==> config.mk <==
export PLATFORM = sky130hd
export DESIGN_NAME = hilo_muldiv_unit_flat
export DESIGN_NICKNAME = d
export VERILOG_FILES = /design/src/rtl/hilo_muldiv_unit_if.sv /design/src/rtl/hilo_muldiv_unit.sv /design/src/flat_wrapper.sv
export SDC_FILE = /design/constraint.sdc
export NUM_CORES = 1
export LEC_CHECK = 0
export ABC_CLOCK_PERIOD_IN_PS = 4580
export CORE_UTILIZATION = 30
export DETAILED_ROUTE_END_ITERATION = 8
export HOLD_SLACK_MARGIN = 0.1
export PLACE_DENSITY = 0.47
export SLEW_MARGIN = 20
export SYNTH_ARGS = -nofsm -noshare
export SYNTH_HDL_FRONTEND = slang
export SYNTH_SLANG_ARGS = --single-unit
export TNS_END_PERCENT = 50
==> constraint.sdc <==
create_clock -name clk -period 4.58 [get_ports clk]
set_input_delay 0.916 -clock clk [delete_from_list [all_inputs] [get_ports clk]]
set_output_delay 0.916 -clock clk [all_outputs]
set_load 0.005 [all_outputs]
==> src/rtl/hilo_muldiv_unit_if.sv <==
// Execute-stage <-> HI/LO mul/div engine bus: issue, MTHI/MTLO writes, status and HI/LO readback.
interface hilo_muldiv_unit_if #(parameter int WIDTH = 32);
  logic             start;
  logic [1:0]       op;
  logic [WIDTH-1:0] rs_data;
  logic [WIDTH-1:0] rt_data;
  logic             mthi;
  logic             mtlo;
  logic [WIDTH-1:0] wdata;
  logic             busy;
  logic             done;
  logic [WIDTH-1:0] hi;
  logic [WIDTH-1:0] lo;

  modport master (output start, op, rs_data, rt_data, mthi, mtlo, wdata,
                  input  busy, done, hi, lo);
  modport slave  (input  start, op, rs_data, rt_data, mthi, mtlo, wdata,
                  output busy, done, hi, lo);
endinterface

==> src/rtl/hilo_muldiv_unit.sv <==
// Multi-cycle multiply/divide engine owning HI/LO. Operands are reduced to
// magnitudes at issue, WIDTH shift-add / restoring shift-subtract iterations
// run in CALC, and FIXUP applies signs and writes HI/LO.
module hilo_muldiv_unit #(
  parameter int WIDTH = 32
) (
  input  logic                 clk,
  input  logic                 reset_n,
  hilo_muldiv_unit_if.slave    bus
);
  localparam int CW = $clog2(WIDTH);

  typedef enum logic [1:0] {IDLE, CALC, FIXUP} state_t;

  state_t             state;
  logic [CW-1:0]      cnt;
  logic [WIDTH-1:0]   a_reg;      // |multiplicand| or |dividend|
  logic [WIDTH-1:0]   b_reg;      // |multiplier| or |divisor|
  logic [2*WIDTH-1:0] acc;        // mul: {partial, multiplier}; div: {rem, quotient}
  logic               is_div;
  logic               neg_q;      // negate product / quotient
  logic               neg_r;      // negate remainder (dividend sign)
  logic [WIDTH-1:0]   hi_r, lo_r;
  logic               busy_r, done_r;

  // Issue-time magnitudes; the most-negative value maps to itself as unsigned.
  logic             sgn_op, rs_neg, rt_neg;
  logic [WIDTH-1:0] rs_abs, rt_abs;
  assign sgn_op = bus.op[0];
  assign rs_neg = sgn_op & bus.rs_data[WIDTH-1];
  assign rt_neg = sgn_op & bus.rt_data[WIDTH-1];
  assign rs_abs = rs_neg ? (~bus.rs_data + 1'b1) : bus.rs_data;
  assign rt_abs = rt_neg ? (~bus.rt_data + 1'b1) : bus.rt_data;

  // One iteration of each engine, evaluated from the current accumulator.
  logic [WIDTH:0]     mul_sum;
  logic [WIDTH:0]     div_shift, div_diff;
  logic [2*WIDTH-1:0] acc_next;
  always_comb begin
    mul_sum   = {1'b0, acc[2*WIDTH-1:WIDTH]} + (acc[0] ? {1'b0, a_reg} : '0);
    div_shift = {acc[2*WIDTH-1:WIDTH], acc[WIDTH-1]};
    div_diff  = div_shift - {1'b0, b_reg};
    if (!is_div)
      acc_next = {mul_sum, acc[WIDTH-1:1]};
    else if (!div_diff[WIDTH])
      acc_next = {div_diff[WIDTH-1:0], acc[WIDTH-2:0], 1'b1};
    else
      acc_next = {div_shift[WIDTH-1:0], acc[WIDTH-2:0], 1'b0};
  end

  // Sign correction and divide-by-zero override for the FIXUP write.
  logic [2*WIDTH-1:0] prod_fix;
  logic [WIDTH-1:0]   q_fix, r_fix, hi_fix, lo_fix;
  always_comb begin
    prod_fix = neg_q ? (~acc + 1'b1) : acc;
    q_fix    = neg_q ? (~acc[WIDTH-1:0] + 1'b1) : acc[WIDTH-1:0];
    r_fix    = neg_r ? (~acc[2*WIDTH-1:WIDTH] + 1'b1) : acc[2*WIDTH-1:WIDTH];
    if (!is_div) begin
      hi_fix = prod_fix[2*WIDTH-1:WIDTH];
      lo_fix = prod_fix[WIDTH-1:0];
    end else if (b_reg == '0) begin
      // Divide by zero: quotient all ones, HI gets the original dividend back.
      hi_fix = neg_r ? (~a_reg + 1'b1) : a_reg;
      lo_fix = '1;
    end else begin
      hi_fix = r_fix;
      lo_fix = q_fix;
    end
  end

  // Control FSM, datapath state and HI/LO with registered busy/done.
  always_ff @(posedge clk or negedge reset_n) begin
    if (!reset_n) begin
      state  <= IDLE;
      cnt    <= '0;
      a_reg  <= '0;
      b_reg  <= '0;
      acc    <= '0;
      is_div <= 1'b0;
      neg_q  <= 1'b0;
      neg_r  <= 1'b0;
      hi_r   <= '0;
      lo_r   <= '0;
      busy_r <= 1'b0;
      done_r <= 1'b0;
    end else begin
      done_r <= 1'b0;
      case (state)
        IDLE: begin
          if (bus.start) begin
            a_reg  <= rs_abs;
            b_reg  <= rt_abs;
            is_div <= bus.op[1];
            neg_q  <= rs_neg ^ rt_neg;
            neg_r  <= rs_neg;
            acc    <= bus.op[1] ? {{WIDTH{1'b0}}, rs_abs} : {{WIDTH{1'b0}}, rt_abs};
            cnt    <= '0;
            busy_r <= 1'b1;
            state  <= CALC;
          end else begin
            if (bus.mthi) hi_r <= bus.wdata;
            if (bus.mtlo) lo_r <= bus.wdata;
          end
        end
        CALC: begin
          acc <= acc_next;
          cnt <= cnt + 1'b1;
          if (cnt == CW'(WIDTH-1)) state <= FIXUP;
        end
        FIXUP: begin
          hi_r   <= hi_fix;
          lo_r   <= lo_fix;
          done_r <= 1'b1;
          busy_r <= 1'b0;
          state  <= IDLE;
        end
        default: state <= IDLE;
      endcase
    end
  end

  assign bus.busy = busy_r;
  assign bus.done = done_r;
  assign bus.hi   = hi_r;
  assign bus.lo   = lo_r;
endmodule

==> src/flat_wrapper.sv <==
// flat-port wrapper written by rule: the top's interface ports become plain ports
module hilo_muldiv_unit_flat 
#(
  parameter int WIDTH = 32
)
  (clk, reset_n, bus_start, bus_op, bus_rs_data, bus_rt_data, bus_mthi, bus_mtlo, bus_wdata, bus_busy, bus_done, bus_hi, bus_lo);
  hilo_muldiv_unit_if #(.WIDTH(WIDTH)) bus_i ();
  input  logic clk;
  input  logic reset_n;
  input wire logic [$bits(bus_i.start)-1:0] bus_start;
  input wire logic [$bits(bus_i.op)-1:0] bus_op;
  input wire logic [$bits(bus_i.rs_data)-1:0] bus_rs_data;
  input wire logic [$bits(bus_i.rt_data)-1:0] bus_rt_data;
  input wire logic [$bits(bus_i.mthi)-1:0] bus_mthi;
  input wire logic [$bits(bus_i.mtlo)-1:0] bus_mtlo;
  input wire logic [$bits(bus_i.wdata)-1:0] bus_wdata;
  output wire logic [$bits(bus_i.busy)-1:0] bus_busy;
  output wire logic [$bits(bus_i.done)-1:0] bus_done;
  output wire logic [$bits(bus_i.hi)-1:0] bus_hi;
  output wire logic [$bits(bus_i.lo)-1:0] bus_lo;
  assign bus_i.start = bus_start;
  assign bus_i.op = bus_op;
  assign bus_i.rs_data = bus_rs_data;
  assign bus_i.rt_data = bus_rt_data;
  assign bus_i.mthi = bus_mthi;
  assign bus_i.mtlo = bus_mtlo;
  assign bus_i.wdata = bus_wdata;
  assign bus_busy = bus_i.busy;
  assign bus_done = bus_i.done;
  assign bus_hi = bus_i.hi;
  assign bus_lo = bus_i.lo;
  hilo_muldiv_unit #(.WIDTH(WIDTH)) u_core (.clk(clk), .reset_n(reset_n), .bus(bus_i));
endmodule
power_grid.png
Scale bar: 50 µm. Pins as bars on the die edge. Tap cells in gray.
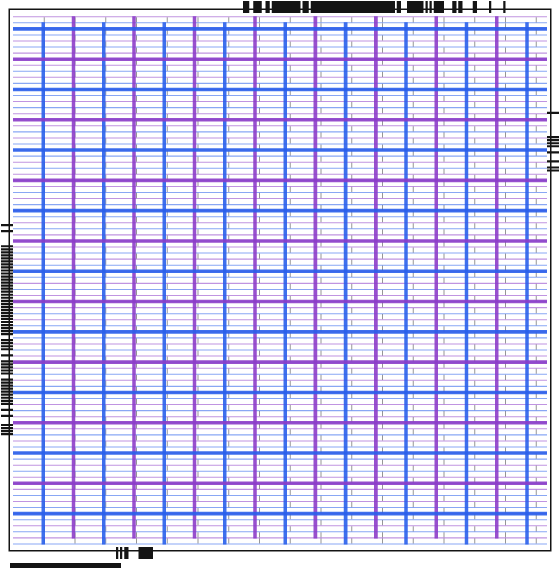
legend:
  blue:
    net: VSS
  purple:
    net: VDD
met4 straps: 17
met1 rails: 88
met5 straps: 17
tap cells: 756
overall die width: 242 µm
Die Span Y: 242 µm

==> impl_metrics.yaml <==
# yosys + openroad results
placed_design:
  postPlaceCellArea_um2: 19800
  portBuffers: 168
  place_ws_ns: 0.437
  dp_hpwl_mm: 58.4
  numPlacedInstances: 3024
  gp_congestion: 0.932
setup_path:
  worst_setup_path_endpoint: "u_core.bus.hi[20]$_DFFE_PN0P_"
  worstSetupPathType: "reg2reg"
  critical_path.n_buffers_inverters: 1
  cp_data_arrival_time_ns: 4.26
  r2r-start: "u_core.acc[32]$_DFFE_PN0P_"
  crit_cells: 11
  timing.critical_path.mode_cell: "sky130_fd_sc_hd__o21ai_0"
  path_max_fanout: 10
  reg2reg_depth: 11
  cp_cell_sequence: "inv_1 > ha_1 > or3b_1 > or4b_1 > or4_1 > or2_2 > nand2_1 > xor2_1 > o21ai_0 > a222oi_1 > o21ai_0"
  worstSetupStartpoint: "u_core.acc[32]$_DFFE_PN0P_"
  worstPathRequired_ns: 5.00
  timing.critical_path.max_delay_family: "simple AND/OR/NAND/NOR gates"
  setup.worst_path.start_class: "flop"
  critPathMaxStageDelay_ns: 0.61
  worst-r2r-setup-slack_ns: 0.74
  worst_setup_path_end_kind: "flop"
  crit_path_top_delay_cell: "sky130_fd_sc_hd__or4_1"
  timing.rr.end: "u_core.bus.hi[20]$_DFFE_PN0P_"
layout:
  final-seq-area_um2: 5110
  postLayoutCellArea_um2: 20600
  area.combinational_um2: 11500
  finish.utilization_pct: 36.4
  top_register: "u_core.acc"
  largest_reg_flops: 64
  antennaDiodeCount: 0
  area.growth.synth_to_final_pct: 19.0
  final_common_cell: "sky130_fd_sc_hd__o21ai_0"
  share_of_post_route_cells_with_drive_strength_above_1_pct: 5.19
  fin_nets: 2472
  final_layout_top_logic_cells: "sky130_fd_sc_hd__o21ai_0 (289), sky130_fd_sc_hd__nand2_1 (287), sky130_fd_sc_hd__dfrtp_1 (202), sky130_fd_sc_hd__clkdlybuf4s50_1 (167), sky130_fd_sc_hd__a21oi_1 (138)"
  nFillCells: 5961
  final_cells: 3068
routing:
  highest_layer: "met4"
  first_pass_iters: 5
  route.detailed.vias_per_inst: 5.61
  dr.first_iter.drc_count: 1398
  drt.antenna.violating_nets: 0
  post_drt_wl_per_cell_um: 24.2
  route.met2.wl_mm: 34.3
  drc_markers: 0
  routed_wirelength_mm: 74.2
  drt-met1-wl_mm: 34.2
  vias: 17217
  met3RoutedLength_mm: 3.96
clocking:
  clock.latency.late_pin_ns: 0.57
  path_clk_slew_ns: 0.06
  post_cts_hold_buffer_count: 0
  cts_repair_resizes: 0
  clock-sinks: 204
  tritoncts: "yes"
  clock-root-buffer: "sky130_fd_sc_hd__clkbuf_16"
  cts_inserted_buffers: 26
  cts_setup_buffers: 0
  h-tree-depth: 1
  cts-root-to-sink-buffers: 3
final_timing:
  report.final.hold_viol_count: 0
  finClkSkew_ns: 0.0281
  setup_slack_ns: 0.741
  clock.fmax_ghz: 0.260
  timing_max_transition_violations_final: 0
  setup_viol: 0
  layout_min_cycle_time_ns: 3.84
  worst_pin_slew_ns: 1.04
  setup-tns-final_ns: 0
  slew_headroom_pct: 30.1
  period_used_pct: 83.8
  rsz0062_at_grt: "no"
  whs_ns: 0.418
logic_synthesis:
  synth.yosys.seq_area_share_pct: 29.4
  ys_top_logic_family: "AND-OR/OR-AND gates"
  syn_area_per_cell_um2: 7.84
  yosysChipArea_um2: 17300
  synthAoiAreaFrac_pct: 25.2
  flop_cell: "sky130_fd_sc_hd__dfrtp_1"
  yosysCellCount: 2211
  muxShareOfSynthArea_pct: 4.31
  enable_flop_cells: 0
  tally_of_unique_sky130hd_cells_used_after_synthesis: 73
  adder_share_pct: 5.36
  synth.ff_latch_count: 204
  yosys_warnings: 0
  syn-num-nets: 2387
  syn_area_um2: 17300
  ys_sh_xor_pct: 11.6
  async_sr_flop_fraction_pct: 100
  simple_gate_area_share_pct: 19.4
  syn-instance-count: 2211
global_route:
  global_route.usage.met1_pct: 34.7
  grt_start_max_net_pins: 110
  gr-total-overflow: 0
  grt_antenna_before_repair: 2
  first_global_vias: 16613
  grtUsageTotal_pct: 24.6
  gr-max-usage-layer: "met2"
  global_route_wire_length_before_repair_mm: 110
  grt.met3_usage_pct: 2.53
  global_route.usage.met2_pct: 40.2
floorplan:
  floorplan.initialDensity_pct: 30.6
  num_io_pins: 169
  dieArea_um2: 58800
flow_run:
  log.warning_count: 30
  drv_cap: 0
status:
  status: "complete, no violations"
hold_path:
  min_path_type: "in2async"
power:
  p_leak_uw: 0.00831
  irDropWorstVdd_v: 0.000324
  power-per-cell-area_nw_per_um2: 794
  total_power_uw: 16400
placement_by_type.png
Scale bar: 50 µm.
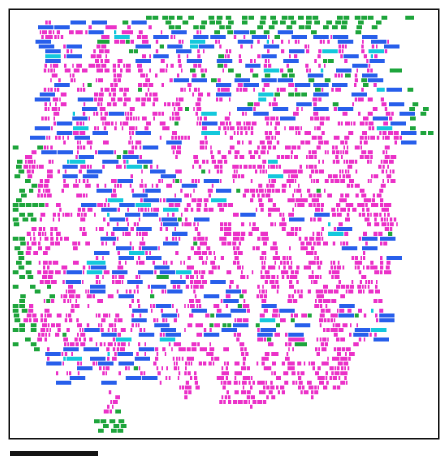
legend:
  magenta:
    class: combinational and other logic
    cells: 1854
    share_of_their_area: 59%
  cyan:
    class: clock drivers and dummy loads
    cells: 44
    share_of_their_area: 4.2%
  green:
    class: remaining buffers and delay cells
    cells: 210
    share_of_their_area: 10%
  blue:
    class: sequential cells
    cells: 204
    share_of_their_area: 26%
floorplan row count: 87
core region area: 56700 µm²

==> power breakdown <==
group	switching (µW)	leakage, µW	total, µW	internal, µW
registers	1370	0.00253	4000	2630
clock network	851	0.000405	2050	1200
logic	6060	0.00538	10300	4270
==> cell usage after synthesis, drive strengths merged, types with 27 or more instances <==
cell    number  area, µm²
o21ai      292       1470
nand2      287       1080
dfrtp      204       5100
clkbuf     140        526
a21oi      138        691
nor2       135        507
xor2       115       1010
xnor2      114        998
ha          71        888
mux2i       69        691
inv         61        229
and2        41        257
a21o        34        255
o31ai       34        255
nor4        30        188
nor3        29        145
or3         29        181
nand3       28        140
a31oi       27        169
==> area by class of cell <==
class,instances,share of cell area (%)
clock buffer,36,3.48
clock inverter,8,0.491
inverter,61,1.11
multi-input combinational,1793,55.6
sequential,204,24.8
tap,756,4.59
timing repair buffer,210,9.95
No activity file was given, so power comes from the tool's default toggle rates.
